[src/rtl/state_log_pkg.sv]
// Shared definitions for the state logging blocks: history FSM encoding and entry width.
package state_log_pkg;

   typedef enum logic [1:0] {
      StArmed  = 2'd0,
      StPost   = 2'd1,
      StFrozen = 2'd2
   } hist_state_e;

   function automatic int unsigned ENTRY_W(input int unsigned bits, input int unsigned ts_bits);
      return 2 * bits + ts_bits;
   endfunction

endpackage

[src/rtl/state_hist_ram.sv]
// History storage: one synchronous write port, one asynchronous read port, no reset.
module state_hist_ram #(
   parameter int unsigned DEPTH = 16,
   parameter int unsigned WIDTH = 32,
   parameter int unsigned AW    = $clog2(DEPTH)
) (
   input  logic             clk_i,
   input  logic             wr_en_i,
   input  logic [AW-1:0]    wr_addr_i,
   input  logic [WIDTH-1:0] wr_data_i,
   input  logic [AW-1:0]    rd_addr_i,
   output logic [WIDTH-1:0] rd_data_o
);

   logic [WIDTH-1:0] mem_q [DEPTH];

   always_ff @(posedge clk_i) begin
      if (wr_en_i) begin
         mem_q[wr_addr_i] <= wr_data_i;
      end
   end

   assign rd_data_o = mem_q[rd_addr_i];

endmodule

[src/rtl/state_transition_history.sv]
// Timestamped ring buffer of state transitions with trigger-then-freeze capture of fault history.
module state_transition_history
   import state_log_pkg::*;
#(
   parameter int unsigned BITS      = 8,
   parameter int unsigned DEPTH     = 16,
   parameter int unsigned TS_BITS   = 16,
   parameter int unsigned POST_TRIG = 4
) (
   input  logic                        iClk,
   input  logic                        iRst_n,
   input  logic                        iClear,
   input  logic [BITS-1:0]             iPrevState,
   input  logic [BITS-1:0]             iCurrState,
   input  logic                        iTrigger,
   input  logic                        iRdAck,
   output logic                        oRdValid,
   output logic [2*BITS+TS_BITS-1:0]   oRdData,
   output logic [$clog2(DEPTH):0]      oCount,
   output logic                        oOverflow,
   output logic                        oFrozen
);

   localparam int unsigned EntryW = ENTRY_W(BITS, TS_BITS);
   localparam int unsigned PtrW   = $clog2(DEPTH);
   localparam int unsigned RemW   = (POST_TRIG > 0) ? $clog2(POST_TRIG + 1) : 1;

   logic [TS_BITS-1:0] ts_q, ts_d;
   logic               primed_q, primed_d;
   logic [BITS-1:0]    last_curr_q, last_curr_d;
   logic [PtrW-1:0]    wr_ptr_q, wr_ptr_d, rd_ptr_q, rd_ptr_d;
   logic [PtrW:0]      count_q, count_d;
   logic               ovf_q, ovf_d;
   hist_state_e        state_q, state_d;
   logic [RemW-1:0]    rem_q, rem_d;

   logic               full, capture, wr_en, pop;
   logic [EntryW-1:0]  rd_data;

   assign full    = (count_q == (PtrW + 1)'(DEPTH));
   assign capture = primed_q && (iCurrState != last_curr_q);
   assign wr_en   = capture && (state_q != StFrozen) && !iClear;
   assign pop     = iRdAck && (count_q != '0) && !iClear;

   always_comb begin
      ts_d        = ts_q + TS_BITS'(1);
      primed_d    = 1'b1;
      last_curr_d = iCurrState;
      wr_ptr_d    = wr_ptr_q;
      rd_ptr_d    = rd_ptr_q;
      count_d     = count_q;
      ovf_d       = ovf_q;
      state_d     = state_q;
      rem_d       = rem_q;
      if (iClear) begin
         ts_d        = '0;
         primed_d    = 1'b0;
         last_curr_d = '0;
         wr_ptr_d    = '0;
         rd_ptr_d    = '0;
         count_d     = '0;
         ovf_d       = 1'b0;
         state_d     = StArmed;
         rem_d       = '0;
      end else begin
         if (wr_en) begin
            wr_ptr_d = wr_ptr_q + PtrW'(1);
         end
         // A write into a full buffer evicts the head exactly like a pop does.
         if (pop || (wr_en && full)) begin
            rd_ptr_d = rd_ptr_q + PtrW'(1);
         end
         if (wr_en && full && !pop) begin
            ovf_d = 1'b1;
         end
         if (wr_en && !pop && !full) begin
            count_d = count_q + (PtrW + 1)'(1);
         end else if (pop && !wr_en) begin
            count_d = count_q - (PtrW + 1)'(1);
         end
         case (state_q)
            StArmed: begin
               if (iTrigger) begin
                  if (POST_TRIG == 0) begin
                     state_d = StFrozen;
                  end else begin
                     state_d = StPost;
                     rem_d   = RemW'(POST_TRIG);
                  end
               end
            end
            StPost: begin
               if (wr_en) begin
                  if (rem_q == RemW'(1)) begin
                     state_d = StFrozen;
                  end else begin
                     rem_d = rem_q - RemW'(1);
                  end
               end
            end
            default: ;
         endcase
      end
   end

   always_ff @(posedge iClk or negedge iRst_n) begin
      if (!iRst_n) begin
         ts_q        <= '0;
         primed_q    <= 1'b0;
         last_curr_q <= '0;
         wr_ptr_q    <= '0;
         rd_ptr_q    <= '0;
         count_q     <= '0;
         ovf_q       <= 1'b0;
         state_q     <= StArmed;
         rem_q       <= '0;
      end else begin
         ts_q        <= ts_d;
         primed_q    <= primed_d;
         last_curr_q <= last_curr_d;
         wr_ptr_q    <= wr_ptr_d;
         rd_ptr_q    <= rd_ptr_d;
         count_q     <= count_d;
         ovf_q       <= ovf_d;
         state_q     <= state_d;
         rem_q       <= rem_d;
      end
   end

   state_hist_ram #(
      .DEPTH (DEPTH),
      .WIDTH (EntryW),
      .AW    (PtrW)
   ) u_ram (
      .clk_i     (iClk),
      .wr_en_i   (wr_en),
      .wr_addr_i (wr_ptr_q),
      .wr_data_i ({iPrevState, iCurrState, ts_q}),
      .rd_addr_i (rd_ptr_q),
      .rd_data_o (rd_data)
   );

   // RAM has no reset; gate the read data so an empty buffer presents zero.
   assign oRdValid  = (count_q != '0);
   assign oRdData   = oRdValid ? rd_data : '0;
   assign oCount    = count_q;
   assign oOverflow = ovf_q;
   assign oFrozen   = (state_q == StFrozen);

endmodule

[config.mk]
export PLATFORM = sky130hd
export DESIGN_NAME = state_transition_history
export DESIGN_NICKNAME = d
export VERILOG_FILES = /design/src/rtl/state_log_pkg.sv /design/src/rtl/state_hist_ram.sv /design/src/rtl/state_transition_history.sv
export SDC_FILE = /design/constraint.sdc
export NUM_CORES = 1
export LEC_CHECK = 0
export CELL_PAD_IN_SITES_DETAIL_PLACEMENT = 1
export CELL_PAD_IN_SITES_GLOBAL_PLACEMENT = 1
export CORE_MARGIN = 1.5
export CORE_UTILIZATION = 35
export CTS_CLUSTER_SIZE = 30
export DETAILED_ROUTE_END_ITERATION = 8
export PLACE_DENSITY_LB_ADDON = 0.25
export SLEW_MARGIN = 20
export SYNTH_ARGS = -nofsm -noshare
export SYNTH_HDL_FRONTEND = slang
export SYNTH_HIERARCHICAL = 1
export SYNTH_SLANG_ARGS = --single-unit
[constraint.sdc]
create_clock -name iClk -period 11.09 [get_ports iClk]
set_input_delay 1.6635 -clock iClk [delete_from_list [all_inputs] [get_ports iClk]]
set_output_delay 1.6635 -clock iClk [all_outputs]
set_load 0.02 [all_outputs]
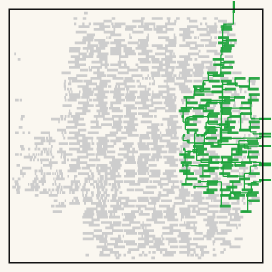
**Above:** wires at chosen ports, followed through buffers.
Scale: 1 px per um.
iCurrState -> green  # bits 8, direction input, edge 7 east, 1 north, end cells 144, wire 1590 um

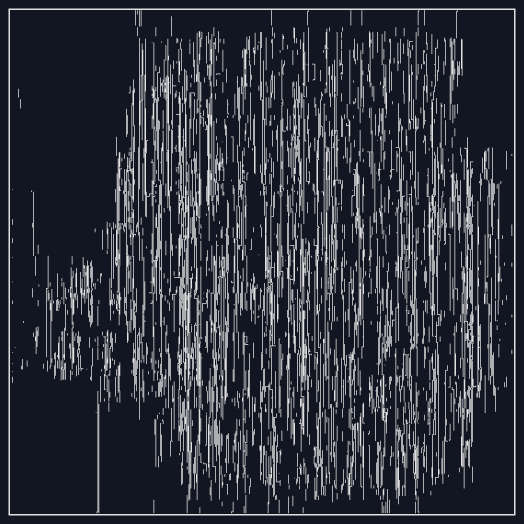
**Above:** metal 2.
Scale: 2 px per um.
main direction = vertical
share of all routed wire = 49%
wire length on this layer = 24.5 mm
nets with wire on the layer = 1071
longest straight run = 97.9 um

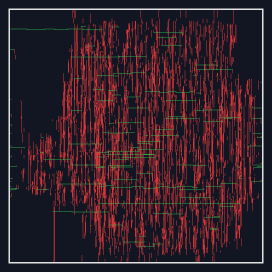
**Above:** metal layers overlaid.
Scale: 1 px per um. Two of the layers only.
metal 2 -> red  # wire length 24.5 mm
metal 3 -> green  # wire length 1990 um

==> ci_impl_report.md <==
### Flow metrics

| Metric | Value |
|---|---|
| Outcome | `finished clean` |
| Hold EP | `oOverflow` |
| Commonest flop | `edfxtp_1` |
| Tool warnings | `28` |
| Critical path cell sequence | `buf_12 -> mux4_2 -> a22oi_1 -> nand2_1 -> nor2b_1 -> clkdlybuf4s50_1` |
| Met1 usage | `22.6%` |
| Register clock-pin slew on the reported worst setup and hold paths | `60 ps` |
| DRC Markers | `0` |
| Largest regs | `u_ram/mem_q (512), ts_q (16), last_curr_q (8)` |
| Final Slew Violations | `0` |
| YS warnings | `6` |
| Clock sinks | `556` |
| Die area | `0.0635 mm^2` |
| Fin Clk Skew | `26.5 ps` |
| Placed Instance Area | `0.0234 mm^2` |
| Met3 WL post-DR | `1.99 mm` |
| WL/cell | `25.2 um` |
| Final Hold Viols | `0` |
| Reg with most FFs | `u_ram/mem_q` |
| H-tree Lvls | `2` |
| First-pass GRT wire length | `76.1 mm` |
| Reg2Reg Setup Slack | `6830 ps` |
| Max-area cell share | `70.9%` |
| Biggest area cells | `edfxtp_1 (71%), mux4_2 (13%), dfrtp_1 (5.1%), a22oi_1 (2.2%), nor2b_1 (1.3%)` |
| Critical Path End Type | `output pin` |
| Reg-to-Reg Start | `state_q[1]` |
| Max Used Layer | `met4` |
| Initial antenna violation count | `0` |
| Most frequent cells in the layout | `edfxtp_1 (512), mux4_2 (128), a22oi_1 (65)` |
| PortBufs | `60` |
| DRT met1 WL | `22.8 mm` |
| Synth logic family | `multiplexers` |
| Max-cap violations | `0` |
| DR vias | `10600` |
| Syn_area_per_cell | `20.4 um^2` |
| Register share of total power | `45.8%` |
| Dpl cells | `1884` |
| Largest net degree at the start of global routing | `90` |
| Met3 Use GR | `2.74%` |
| Unique cell types | `47` |
| Syn nets | `1092` |
| GRT Resource Usage Total | `16.3%` |
| Top achievable clock speed | `171 MHz` |
| Most frequent logic cell in the layout | `edfxtp_1` |
| Slowest-stage cell, CP | `dfrtp_4` |
| Count leader, synth | `edfxtp_1` |
| Area delta synth->final | `16.5%` |
| # setup viols final | `0` |
| Worst-Skew Late Latency | `610 ps` |
| Vias in the first global route | `11700` |
| Simple-Gate Fraction of Synth Area | `4.43%` |
| Switch share | `24.9%` |
| Io pins | `61` |
| Root Driver | `clkbuf_16` |
| CTS Buf Count | `58` |
| Minimum clock period | `5860 ps` |
| GPL Wtd Cong | `0.703` |
| Logic area | `0.00507 mm^2` |
| #FFs+latches synth | `556` |
| CP startpoint kind | `register` |
| Period utilisation layout | `52.9%` |
| Final HPWL DP | `27.0 mm` |
| Netlist Area Pre-Place | `0.0217 mm^2` |
| Non-clock buffer count | `86` |
| Setup WS post-layout | `5230 ps` |
| RSZ-0062 raised after global routing | `false` |
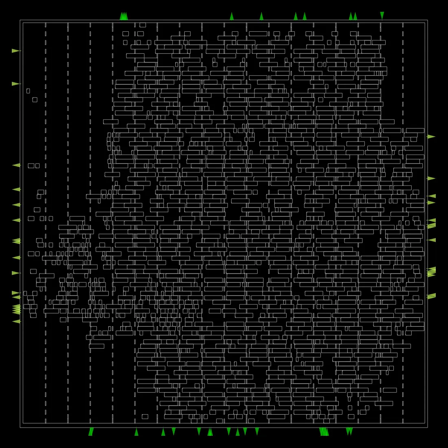
**Above:** cell outlines without signal wires.
num sequential: 556
Finished Core Util: 41.1%
non-filler instance count after layout: 1993

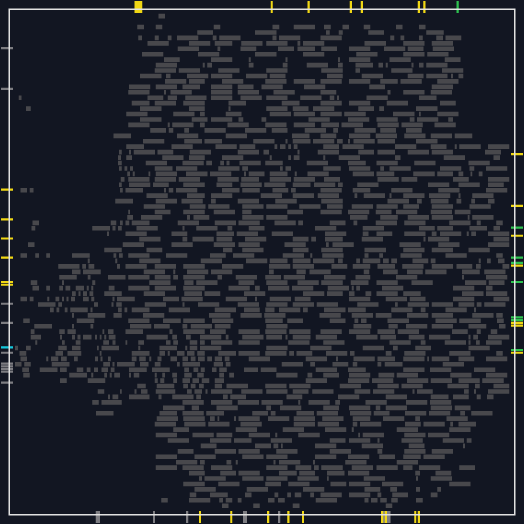
**Above:** pin placement.
Scale: 2 px per um. Pins as bars across the die edge, other pins in gray.
oRdData -> yellow  # pins 32, direction output, edge 10 north, 9 south, 7 east, 6 west
iCurrState -> green  # pins 8, direction input, edge 7 east, 1 north
iClear -> cyan  # pins 1, direction input, edge west
all pins by edge = 19 south, 17 west, 14 east, 11 north

[power groups by stage]
stage / clock network [mW] / logic (mW) / registers (mW)
finish: 1.93 / 0.873 / 2.37
floorplan: 0 / 0.608 / 2.38
global route: 2.04 / 0.945 / 2.38
CTS: 1.98 / 0.881 / 2.39
detailed placement: 0 / 0.876 / 2.43
global placement: 0 / 0.873 / 2.43
[stage by stage]
step	util (%)	power, mW
after floorplan	-	2.98
after global placement	38.0	3.30
after detailed placement	38.0	3.31
after CTS	41.1	5.25
after global routing	41.1	5.37
final	41.1	5.17
[worst max-delay path: cells and delay by family (launching register included)]
| kind | cells | cell delay (ps) |
|---|---|---|
| muxes | 1 | 590 |
| AOI/OAI and AO/OA | 1 | 320 |
| DFF | 1 | 1020 |
| buffers and inverters | 2 | 1220 |
| and+or+nand+nor | 2 | 360 |
Power is estimated from default activity; no workload was simulated.
